File: src/rtl/mem_bus_pkg.sv
// Shared types and constants for the memory bus controller and its lane aligner.
package mem_bus_pkg;

  localparam int unsigned REGION_SHIFT = 28;
  localparam int unsigned MAX_REGIONS  = 16;

  typedef enum logic [1:0] {
    SZ_BYTE    = 2'b00,
    SZ_HALF    = 2'b01,
    SZ_WORD    = 2'b10,
    SZ_ILLEGAL = 2'b11
  } size_e;

  typedef enum logic [1:0] {
    StIdle,
    StAccess,
    StResp
  } state_e;

  // True when an access of the given size is not naturally aligned at byte offset off.
  function automatic logic misaligned(logic [1:0] size, logic [1:0] off);
    case (size)
      SZ_HALF: return off[0];
      SZ_WORD: return |off;
      default: return 1'b0;
    endcase
  endfunction

endpackage

File: src/rtl/mem_lane_align.sv
// Byte-lane steering: write strobes/replicated write data from the request,
// and right-aligned, size-masked read data from the selected slave word.
module mem_lane_align
  import mem_bus_pkg::*;
(
  input  logic [1:0]  wr_size_i,
  input  logic [1:0]  wr_off_i,
  input  logic        we_i,
  input  logic [31:0] wdata_i,
  input  logic [1:0]  rd_size_i,
  input  logic [1:0]  rd_off_i,
  input  logic [31:0] rdata_i,
  output logic [3:0]  wstrb_o,
  output logic [31:0] wdata_o,
  output logic [31:0] rdata_o
);

  logic [31:0] rd_shifted;

  always_comb begin
    wstrb_o = 4'h0;
    wdata_o = wdata_i;
    case (wr_size_i)
      SZ_BYTE: begin
        wstrb_o = 4'b0001 << wr_off_i;
        wdata_o = {4{wdata_i[7:0]}};
      end
      SZ_HALF: begin
        // Lanes shifted past byte 3 fall off the 4-bit strobe.
        wstrb_o = 4'b0011 << wr_off_i;
        wdata_o = {2{wdata_i[15:0]}};
      end
      SZ_WORD: wstrb_o = 4'hF;
      default: ;
    endcase
    if (!we_i) wstrb_o = 4'h0;
  end

  assign rd_shifted = rdata_i >> {rd_off_i, 3'b000};

  always_comb begin
    rdata_o = rd_shifted;
    case (rd_size_i)
      SZ_BYTE: rdata_o = {24'h0, rd_shifted[7:0]};
      SZ_HALF: rdata_o = {16'h0, rd_shifted[15:0]};
      default: ;
    endcase
  end

endmodule

File: src/rtl/mem_bus_ctrl.sv
// CPU-to-memory valid/ready bus controller with region decode and access checks.
// Define BUS_TIMEOUT_EN to abort ACCESS with a bus error after TIMEOUT_CYCLES without ack.
module mem_bus_ctrl
  import mem_bus_pkg::*;
#(
  parameter int unsigned NUM_REGIONS    = 3,
  parameter logic [15:0] READ_ONLY_MASK = 16'h0001,
  parameter logic [15:0] ALIGN_MASK     = 16'h0004,
  parameter int unsigned TIMEOUT_CYCLES = 16
) (
  input  logic                      clk_i,
  input  logic                      rst_i,
  input  logic                      req_valid_i,
  output logic                      req_ready_o,
  input  logic [31:0]               req_addr_i,
  input  logic                      req_we_i,
  input  logic [1:0]                req_size_i,
  input  logic [31:0]               req_wdata_i,
  output logic                      resp_valid_o,
  input  logic                      resp_ready_i,
  output logic [31:0]               resp_rdata_o,
  output logic                      resp_err_o,
  output logic [NUM_REGIONS-1:0]    s_sel_o,
  output logic [31:0]               s_addr_o,
  output logic                      s_we_o,
  output logic [3:0]                s_wstrb_o,
  output logic [31:0]               s_wdata_o,
  input  logic [32*NUM_REGIONS-1:0] s_rdata_i,
  input  logic [NUM_REGIONS-1:0]    s_ack_i
);

  if (NUM_REGIONS < 1 || NUM_REGIONS > MAX_REGIONS || TIMEOUT_CYCLES < 1) begin : g_bad_params
    $error("mem_bus_ctrl: NUM_REGIONS must be 1..16 and TIMEOUT_CYCLES >= 1");
  end

  state_e                 state_q;
  logic [NUM_REGIONS-1:0] s_sel_q;
  logic [31:0]            s_addr_q;
  logic                   s_we_q;
  logic [3:0]             s_wstrb_q;
  logic [31:0]            s_wdata_q;
  logic [1:0]             size_q;
  logic [1:0]             off_q;
  logic                   resp_valid_q;
  logic                   resp_err_q;
  logic [31:0]            resp_rdata_q;

  logic [3:0]             req_idx;
  logic                   dec_err;
  logic [NUM_REGIONS-1:0] dec_sel;
  logic [31:0]            sel_rdata;
  logic                   ack_hit;
  logic                   tmo_hit;
  logic [3:0]             al_wstrb;
  logic [31:0]            al_wdata;
  logic [31:0]            al_rdata;

  assign req_idx = req_addr_i[REGION_SHIFT +: 4];

  always_comb begin
    dec_sel = '0;
    for (int unsigned i = 0; i < NUM_REGIONS; i++) begin
      dec_sel[i] = (req_idx == 4'(i));
    end
    dec_err = (32'(req_idx) >= NUM_REGIONS)
           || (req_size_i == SZ_ILLEGAL)
           || (req_we_i && READ_ONLY_MASK[req_idx])
           || (ALIGN_MASK[req_idx] && misaligned(req_size_i, req_addr_i[1:0]));
  end

  // Only the selected region's ack and data count; everything else is ignored.
  always_comb begin
    sel_rdata = '0;
    for (int unsigned i = 0; i < NUM_REGIONS; i++) begin
      if (s_sel_q[i]) sel_rdata |= s_rdata_i[32*i +: 32];
    end
  end

  assign ack_hit = |(s_ack_i & s_sel_q);

`ifdef BUS_TIMEOUT_EN
  localparam int unsigned CntW = $clog2(TIMEOUT_CYCLES + 1);

  logic [CntW-1:0] tmo_cnt_d, tmo_cnt_q;

  assign tmo_cnt_d = (state_q == StAccess) ? tmo_cnt_q + 1'b1 : '0;
  assign tmo_hit   = (state_q == StAccess) && (tmo_cnt_d == CntW'(TIMEOUT_CYCLES));

  always_ff @(posedge clk_i) begin
    if (rst_i) tmo_cnt_q <= '0;
    else       tmo_cnt_q <= tmo_cnt_d;
  end
`else
  assign tmo_hit = 1'b0;
`endif

  mem_lane_align u_lane_align (
    .wr_size_i (req_size_i),
    .wr_off_i  (req_addr_i[1:0]),
    .we_i      (req_we_i),
    .wdata_i   (req_wdata_i),
    .rd_size_i (size_q),
    .rd_off_i  (off_q),
    .rdata_i   (sel_rdata),
    .wstrb_o   (al_wstrb),
    .wdata_o   (al_wdata),
    .rdata_o   (al_rdata)
  );

  always_ff @(posedge clk_i) begin
    if (rst_i) begin
      state_q      <= StIdle;
      s_sel_q      <= '0;
      s_addr_q     <= '0;
      s_we_q       <= 1'b0;
      s_wstrb_q    <= '0;
      s_wdata_q    <= '0;
      size_q       <= '0;
      off_q        <= '0;
      resp_valid_q <= 1'b0;
      resp_err_q   <= 1'b0;
      resp_rdata_q <= '0;
    end else begin
      unique case (state_q)
        StIdle: begin
          if (req_valid_i) begin
            if (dec_err) begin
              state_q      <= StResp;
              resp_valid_q <= 1'b1;
              resp_err_q   <= 1'b1;
              resp_rdata_q <= '0;
            end else begin
              state_q   <= StAccess;
              s_sel_q   <= dec_sel;
              s_addr_q  <= {req_addr_i[31:2], 2'b00};
              s_we_q    <= req_we_i;
              s_wstrb_q <= al_wstrb;
              s_wdata_q <= al_wdata;
              size_q    <= req_size_i;
              off_q     <= req_addr_i[1:0];
            end
          end
        end
        StAccess: begin
          // A completing ack on the terminal timeout cycle takes priority.
          if (ack_hit) begin
            state_q      <= StResp;
            s_sel_q      <= '0;
            resp_valid_q <= 1'b1;
            resp_err_q   <= 1'b0;
            resp_rdata_q <= s_we_q ? 32'h0 : al_rdata;
          end else if (tmo_hit) begin
            state_q      <= StResp;
            s_sel_q      <= '0;
            resp_valid_q <= 1'b1;
            resp_err_q   <= 1'b1;
            resp_rdata_q <= '0;
          end
        end
        StResp: begin
          if (resp_ready_i) begin
            state_q      <= StIdle;
            resp_valid_q <= 1'b0;
            resp_err_q   <= 1'b0;
            resp_rdata_q <= '0;
          end
        end
        default: state_q <= StIdle;
      endcase
    end
  end

  assign req_ready_o  = (state_q == StIdle);
  assign resp_valid_o = resp_valid_q;
  assign resp_err_o   = resp_err_q;
  assign resp_rdata_o = resp_rdata_q;
  assign s_sel_o      = s_sel_q;
  assign s_addr_o     = s_addr_q;
  assign s_we_o       = s_we_q;
  assign s_wstrb_o    = s_wstrb_q;
  assign s_wdata_o    = s_wdata_q;

endmodule

File: config.mk
export PLATFORM = sky130hd
export DESIGN_NAME = mem_bus_ctrl
export DESIGN_NICKNAME = d
export VERILOG_FILES = /design/src/rtl/mem_bus_pkg.sv /design/src/rtl/mem_lane_align.sv /design/src/rtl/mem_bus_ctrl.sv
export SDC_FILE = /design/constraint.sdc
export NUM_CORES = 1
export LEC_CHECK = 0
export CORE_AREA = 2 2 161 124
export CTS_BUF_LIST = sky130_fd_sc_hd__clkbuf_2
export DETAILED_ROUTE_END_ITERATION = 16
export DIE_AREA = 0 0 163 126
export SLEW_MARGIN = 0
export SYNTH_ARGS = -nofsm -noshare
export SYNTH_HDL_FRONTEND = slang
export SYNTH_SLANG_ARGS = --single-unit
File: constraint.sdc
create_clock -name clk_i -period 2.17 [get_ports clk_i]
set_input_delay 0.5425 -clock clk_i [delete_from_list [all_inputs] [get_ports clk_i]]
set_output_delay 0.5425 -clock clk_i [all_outputs]
set_load 0.1 [all_outputs]
Fig. 1: run 1, supply network
Scale bar: 50 µm. Pins as bars on the die edge.
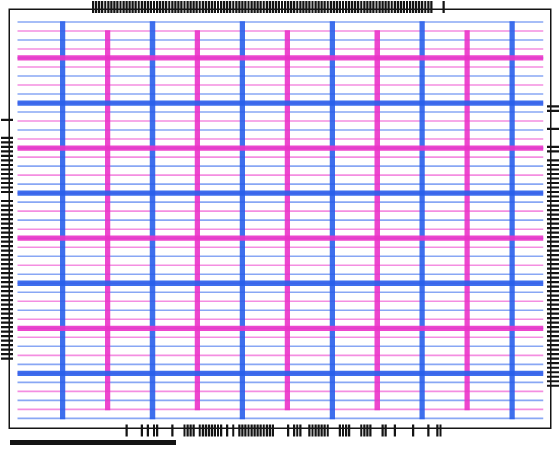
colour	net
blue	VSS
magenta	VDD
signal pins	277
met5 straps	8
met1 rails	45
rows	44
met4 straps	11
Die Ht: 126 µm
Peak VDD IR: 0.000410 V
Placeable Area: 19000 µm²
Die X: 163 µm

Fig. 2: run 1, placed cells, one colour a class
Scale bar: 50 µm.
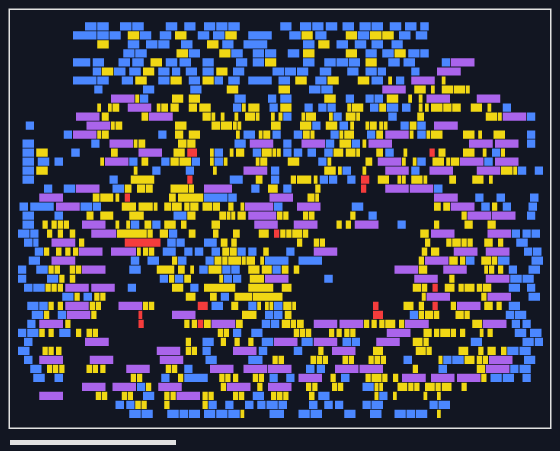
colour	class	cells	share of their area
red	clock drivers and dummy loads	16	1.3%
purple	sequential cells	110	25%
blue	remaining buffers and delay cells	369	38%
yellow	remaining logic cells	490	36%

==> flow_summary.ini, run 1 <==
; physical design summary
[setup_path]
endpoint = s_sel_o[1]
critPathLaunchType = flip-flop
crit_family = flip-flops
worst_setup_path_end_kind = output port
r2r-start = state_q[0]
timing.rr.end = resp_rdata_o[9]
worstPathArrival_ns = 1.52
startpoint = s_sel_o[1]
r2r_cells = 7
path_cells = buf_8 -> buf_12
critPathMaxStageDelay_ns = 0.54
critPathBufInv = 2
cp_max_fo = 13
crit_slowest_cell = dfxtp_4
cp.required_ns = 1.63
timing_worst_setup_path_type = reg -> out
rrSetupSlack_ns = 0.20
worst-path-stages = 2

[cells_and_area]
post-route-util_pct = 48.1
n_fill_cell = 1860
signal_buffers = 369
drive_gt1_share_pct = 24.1
clkCellAreaFrac_pct = 1.29
combGateArea_um2 = 3090
area_growth_pct = 63.4
flop-count = 110
comb_area_share_pct = 33.7
n_clock_buffer = 9
seq_area_um2 = 2220
buf_share_pct = 36.5
final_cell_mix = 185 x buf_4, 166 x clkdlybuf4s50_1, 105 x dfxtp_1, 85 x a21oi_1, 68 x nand2_1
logic_gate_count = 473
antenna_cells = 1
instances_no_fill = 1239
nets = 1158
stdcell_area_um2 = 9140
lay_top_count = buf_4
largest_class = non-clock buffers
seq_share_pct = 24.2
inv_count = 17

[floorplanning]
chip_area_um2 = 20500
num_rows = 44
ioPinCount = 277
fp_util_pct = 29.5
nWellTaps = 253

[power_and_ir_drop]
internal_power_w = 0.00295
power_frac_comb_pct = 30.9
switching_share_pct = 34.5
power_leader = sequential cells
cellLeakagePower_nw = 3.55
p_total_w = 0.00450
p_seq_share_pct = 46.9
p_comb_w = 0.00139
p_sw_w = 0.00155
seq-power_w = 0.00211
p_per_area_nw_per_um2 = 492

[run]
warning_count = 34
drv_cap = 0

[hold_path]
min_from = rst_i
hold-path-endpoint = size_q[0]
min_path_cells = 2
hold_path_class = in -> reg

[clock_network]
numClockSinks = 110
cts-root-buf = clkbuf_2
cts_buffer_depth = 2
cts_made_buffers = 9
htree_levels = 3
cts.repair.resized = 10
cts_tree = done
path_clk_slew_ns = 0.30
hold_buffers = 0
cts_setup_buffers = 0

[drt]
route.met2.wl_mm = 9.65
drcViolationCount = 0
ant_nets = 0
routed_wl_mm = 22.8
drtIter0Drc = 684
highest_layer = met4
post_drt_via_cell_ratio = 5.14
wl_met3_mm = 1.91
wl_per_cell_um = 18.4
wl_met1_mm = 11.0
drtPass1Iterations = 6
vias = 6365

[yosys]
ys_sh_xor_pct = 0
synthAoiAreaFrac_pct = 30.7
ys_cells = 665
ys.flops = 110
syn_area_per_cell_um2 = 8.42
synth_seq_share_pct = 39.3
syn_area_um2 = 5600
fa_ha_area_share_pct = 1.79
synthArstFlopShare_pct = 0
synth_cell_types = 57
synth-edff-count = 0
most_common_cell = dfxtp_1
top_logic_kind = AND-OR/OR-AND gates
yosysTopAreaCell = dfxtp_1
simple_gate_area_share_pct = 15.6
synth_warnings = 0
top_cells_by_count = 110 x dfxtp_1, 85 x a21oi_1, 68 x nand2_1
yosys_most_used_dff = dfxtp_1
synthMuxAreaShare_pct = 6.13
synth.top_cells.by_area = dfxtp_1 39%, a21oi_1 7.6%, a222oi_1 5.7%
ys_area_um2 = 5600
synth_cells = 665
netlist.area_leader.share_pct = 39.3

[timing]
max_slew_margin_pct = 54.4
worst_pin_slew_ns = 0.682
tns_ns = 0
setup_viol = 0
hold_viol_final = 0
timing.final.ws_setup_ns = 0.109
hold_slack_ns = 0.261
period_used_pct = 95.0
rsz0062_at_grt = no
clock.fmax_mhz = 485
fin_crit_ns = 2.06
final_max_slew_viol_count = 0

[outcome]
outcome = complete, no violations

[grt]
met3_usage_pct = 5.47
grt_pass1_vias = 5977
use_met1_pct = 32.1
grt_pass1_wl_mm = 34.1
met2_usage_pct = 30.3
grt_usage_pct = 21.1
grt_max_degree = 49
grt_busiest_layer = met1
grt-ovfl-total = 0
antenna_found_initial = 1

[place]
dpl.hpwl_mm = 17.0
dp.cells = 1219
dpl-instance-area_um2 = 8960
port_buffers = 274
dp_slack_ns = -0.947
routabilityCongestion = 0.829
Fig. 3: run 1, clock wires, drivers and flops
Scale bar: 50 µm.
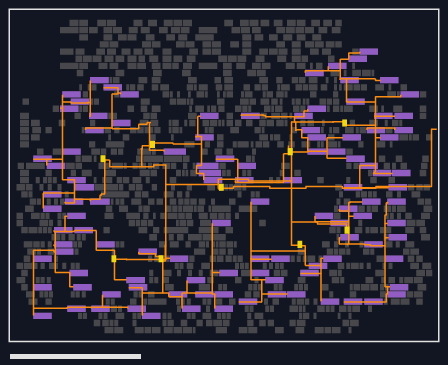
[orange] clock wires | length: 1460 µm
[purple] flip-flops | count: 110
[yellow] clock-net drivers | count: 9
routed clock nets	10
clk pwr: 0.00100 W
Layout Skew: 0.0340 ns
power share of the clock group: 22.2%
worst skew pair latency: 0.65 ns

Fig. 4: run 1, metal layers overlaid
Only two layers are drawn.
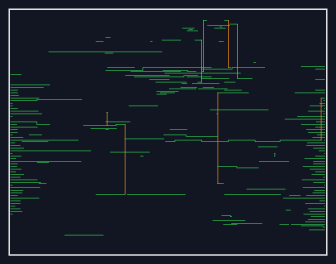
colour	layer	wire length
green	M3	1910 µm
orange	M4	212 µm

==> inputs of run 2 (changes only) <==
--- a/config.mk
+++ b/config.mk
@@ -5,6 +5,7 @@
 export SDC_FILE = /design/constraint.sdc
 export NUM_CORES = 1
 export LEC_CHECK = 0
+export ABC_AREA = 0
 export CORE_AREA = 2 2 161 124
 export CTS_BUF_LIST = sky130_fd_sc_hd__clkbuf_2
 export DETAILED_ROUTE_END_ITERATION = 16
Fig. 5: run 2, placement view
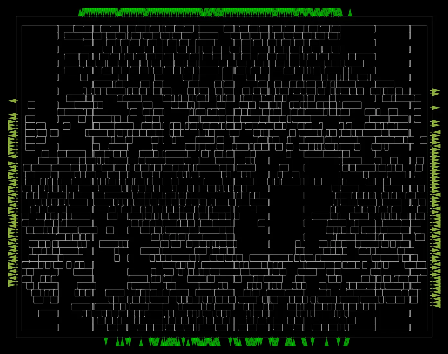
fin cells: 1239
tap cells: 253

Fig. 6: run 2, supply network
Scale bar: 50 µm. Pins as bars on the die edge.
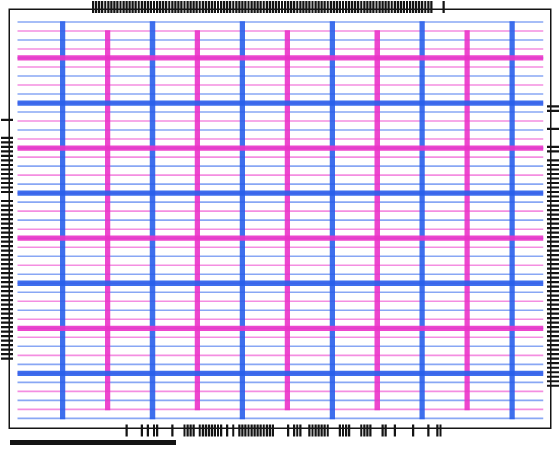
colour	net
magenta	VDD
blue	VSS
met1 rails	45
rows	44
signal pins	277
met4 straps	11

==> flow_summary.ini, run 2 <==
; physical design summary
[outcome]
outcome = complete, no violations

[yosys]
ys.flops = 110
top_logic_kind = AND-OR/OR-AND gates
syn_area_per_cell_um2 = 8.42
synthArstFlopShare_pct = 0
synth_cell_types = 57
synth-edff-count = 0
synth.top_cells.by_area = dfxtp_1 39%, a21oi_1 7.6%, a222oi_1 5.7%
syn_area_um2 = 5600
synth_seq_share_pct = 39.3
netlist.area_leader.share_pct = 39.3
most_common_cell = dfxtp_1
ys_cells = 665
ys_sh_xor_pct = 0
synthAoiAreaFrac_pct = 30.7

[clock_network]
cts-root-buf = clkbuf_2
clk-insertion-delay-late_ns = 0.65
hold_buffers = 0
path_clk_slew_ns = 0.30

[grt]
met3_usage_pct = 5.47
grt_max_degree = 49
use_met1_pct = 32.1
antenna_found_initial = 1

[power_and_ir_drop]
p_total_w = 0.00450
p_clk_w = 0.00100
seq-power_w = 0.00211
p_seq_share_pct = 46.9
p_per_area_nw_per_um2 = 492
power_frac_comb_pct = 30.9
ir_drop_v = 0.000410
switching_share_pct = 34.5
power_leader = sequential cells
p_comb_w = 0.00139
p_sw_w = 0.00155

[cells_and_area]
n_clock_buffer = 9
largest_class = non-clock buffers
antenna_cells = 1
buf_share_pct = 36.5
inv_count = 17
seq_share_pct = 24.2
area_growth_pct = 63.4
flop-count = 110
final_cell_mix = 185 x buf_4, 166 x clkdlybuf4s50_1, 105 x dfxtp_1, 85 x a21oi_1, 68 x nand2_1
drive_gt1_share_pct = 24.1

[setup_path]
cp.required_ns = 1.63
timing_worst_setup_path_type = reg -> out
worst-path-stages = 2
critPathMaxStageDelay_ns = 0.54
endpoint = s_sel_o[1]
critPathLaunchType = flip-flop
r2r_cells = 7
timing.rr.end = resp_rdata_o[9]
worstPathArrival_ns = 1.52
crit_slowest_cell = dfxtp_4
r2r-start = state_q[0]

[timing]
hold_viol_final = 0
setup_viol = 0
clock.fmax_mhz = 485
period_used_pct = 95.0
final_max_slew_viol_count = 0
tns_ns = 0

[drt]
vias = 6365
wl_met1_mm = 11.0
post_drt_via_cell_ratio = 5.14
route.met2.wl_mm = 9.65
drtIter0Drc = 684
drtPass1Iterations = 6

[hold_path]
hold-path-endpoint = size_q[0]
min_from = rst_i

[floorplanning]
ioPinCount = 277
die_h_um = 126
fp_util_pct = 29.5
core_um2 = 19000

[place]
routabilityCongestion = 0.829
dpl.hpwl_mm = 17.0
dpl-instance-area_um2 = 8960

[run]
warning_count = 34
==> inputs of run 3 (changes only) <==
--- a/config.mk
+++ b/config.mk
@@ -6,11 +6,13 @@
 export NUM_CORES = 1
 export LEC_CHECK = 0
 export ABC_AREA = 0
-export CORE_AREA = 2 2 161 124
+export CELL_PAD_IN_SITES_DETAIL_PLACEMENT = 1
+export CELL_PAD_IN_SITES_GLOBAL_PLACEMENT = 1
+export CORE_AREA = 2 2 173 133
 export CTS_BUF_LIST = sky130_fd_sc_hd__clkbuf_2
 export DETAILED_ROUTE_END_ITERATION = 16
-export DIE_AREA = 0 0 163 126
-export SLEW_MARGIN = 0
+export DIE_AREA = 0 0 175 135
+export PLACE_DENSITY = 0.8
 export SYNTH_ARGS = -nofsm -noshare
 export SYNTH_HDL_FRONTEND = slang
 export SYNTH_SLANG_ARGS = --single-unit
Fig. 7: run 3, metal layers overlaid
Only two layers are drawn.
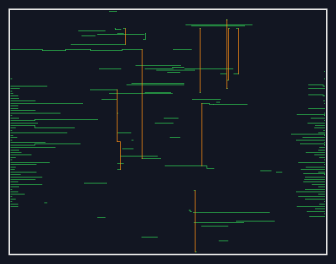
colour	layer	wire length
orange	M4	311 µm
green	M3	1700 µm
routed len/inst: 20.1 µm
overall global routing resource usage: 21.0%
routed wire length: 25.6 mm

Fig. 8: run 3, supply network
Scale bar: 50 µm. Pins as bars on the die edge.
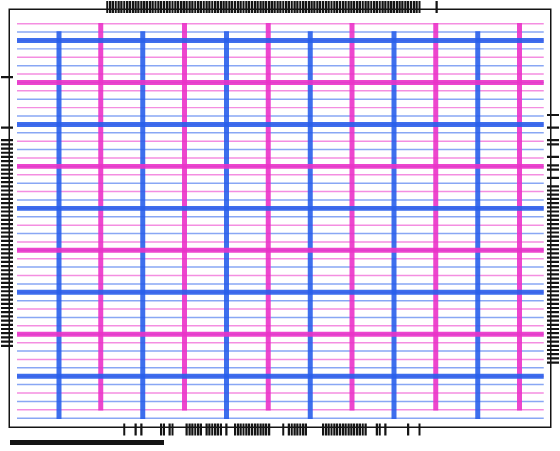
colour	net
magenta	VDD
blue	VSS
rows	47
met1 rails	48
Peak VDD IR: 0.000337 V
Die Ht: 135 µm

==> flow_summary.ini, run 3 <==
; physical design summary
[outcome]
outcome = complete, no violations

[yosys]
synthAoiAreaFrac_pct = 30.7
netlist.area_leader.share_pct = 39.3
yosysTopAreaCell = dfxtp_1
synthMuxAreaShare_pct = 6.13
simple_gate_area_share_pct = 15.6
most_common_cell = dfxtp_1
synth.top_cells.by_area = dfxtp_1 39%, a21oi_1 7.6%, a222oi_1 5.7%
synth_cell_types = 57
top_cells_by_count = 110 x dfxtp_1, 85 x a21oi_1, 68 x nand2_1
syn_area_um2 = 5600
synthArstFlopShare_pct = 0
yosys_most_used_dff = dfxtp_1
top_logic_kind = AND-OR/OR-AND gates
ys_cells = 665
synth-edff-count = 0
ys.flops = 110
ys_area_um2 = 5600
ys_sh_xor_pct = 0
fa_ha_area_share_pct = 1.79
synth_cells = 665
synth_warnings = 0

[timing]
clock.fmax_mhz = 487
worst_pin_slew_ns = 0.573
tns_ns = 0
period_used_pct = 94.5
max_slew_margin_pct = 61.8
hold_viol_final = 0
fin_skew_ns = 0.0313
final_max_slew_viol_count = 0
setup_viol = 0

[floorplanning]
chip_area_um2 = 23600
nWellTaps = 294
ioPinCount = 277
die_x_um = 175
num_rows = 47

[setup_path]
critPathMaxStageDelay_ns = 0.43
critPathBufInv = 2
rrSetupSlack_ns = 0.19
worst-path-stages = 7
critPathLaunchType = primary input
cp_max_fo = 4
timing.rr.end = resp_rdata_o[0]
worstPathArrival_ns = 2.60
crit_family = simple AND/OR/NAND/NOR gates
timing_worst_setup_path_type = in -> reg
crit_slowest_cell = clkdlybuf4s50_1
worst_setup_path_end_kind = flip-flop
r2r-start = state_q[1]
path_cells = clkdlybuf4s50_1 -> buf_4 -> ha_1 -> nor4b_2 -> and4_2 -> nand2_1 -> o41ai_1
r2r_cells = 8
cp.required_ns = 2.72

[drt]
vias = 6646
post_drt_via_cell_ratio = 5.21
drtPass1Iterations = 6
highest_layer = met4
drtIter0Drc = 571
ant_nets = 0
route.met2.wl_mm = 11.8
wl_met1_mm = 11.8
drcViolationCount = 0

[cells_and_area]
flop-count = 110
post-route-util_pct = 42.2
combGateArea_um2 = 3080
logic_gate_count = 473
buf_share_pct = 35.9
comb_area_share_pct = 33.5
final_cell_mix = 184 x buf_4, 168 x clkdlybuf4s50_1, 105 x dfxtp_1, 85 x a21oi_1, 68 x nand2_1
instances_no_fill = 1276
clkCellAreaFrac_pct = 1.85
seq_share_pct = 24.1
seq_area_um2 = 2220
lay_top_count = buf_4
largest_class = non-clock buffers
signal_buffers = 365
n_clock_buffer = 9
drive_gt1_share_pct = 23.9
area_growth_pct = 64.5
nets = 1154
antenna_cells = 1
n_fill_cell = 2562

[grt]
grt_pass1_vias = 6700
grt_max_degree = 38
use_met1_pct = 29.1
grt_busiest_layer = met2
antenna_found_initial = 1
grt-ovfl-total = 0
met2_usage_pct = 32.8
met3_usage_pct = 5.41

[power_and_ir_drop]
p_total_w = 0.00480
p_seq_share_pct = 43.9
power_leader = sequential cells
power_frac_comb_pct = 29.3
cellLeakagePower_nw = 3.54
clkPwrFrac_pct = 26.7
switching_share_pct = 33.4
p_sw_w = 0.00161
internal_power_w = 0.00320
p_clk_w = 0.00128
p_comb_w = 0.00141
p_per_area_nw_per_um2 = 522

[clock_network]
cts_tree = done
cts_buffer_depth = 2
hold_buffers = 0
cts.repair.resized = 5
htree_levels = 3
cts_setup_buffers = 4
path_clk_slew_ns = 0.31
cts_made_buffers = 9
clk-insertion-delay-late_ns = 0.64
cts-root-buf = clkbuf_2

[hold_path]
min_from = rst_i
min_path_cells = 4
hold_path_class = in -> reg

[place]
dp_slack_ns = -0.592
port_buffers = 274
dpl-instance-area_um2 = 8980

[run]
drv_cap = 0
Power figures rest on the tool's default switching activity, not on a simulated workload.
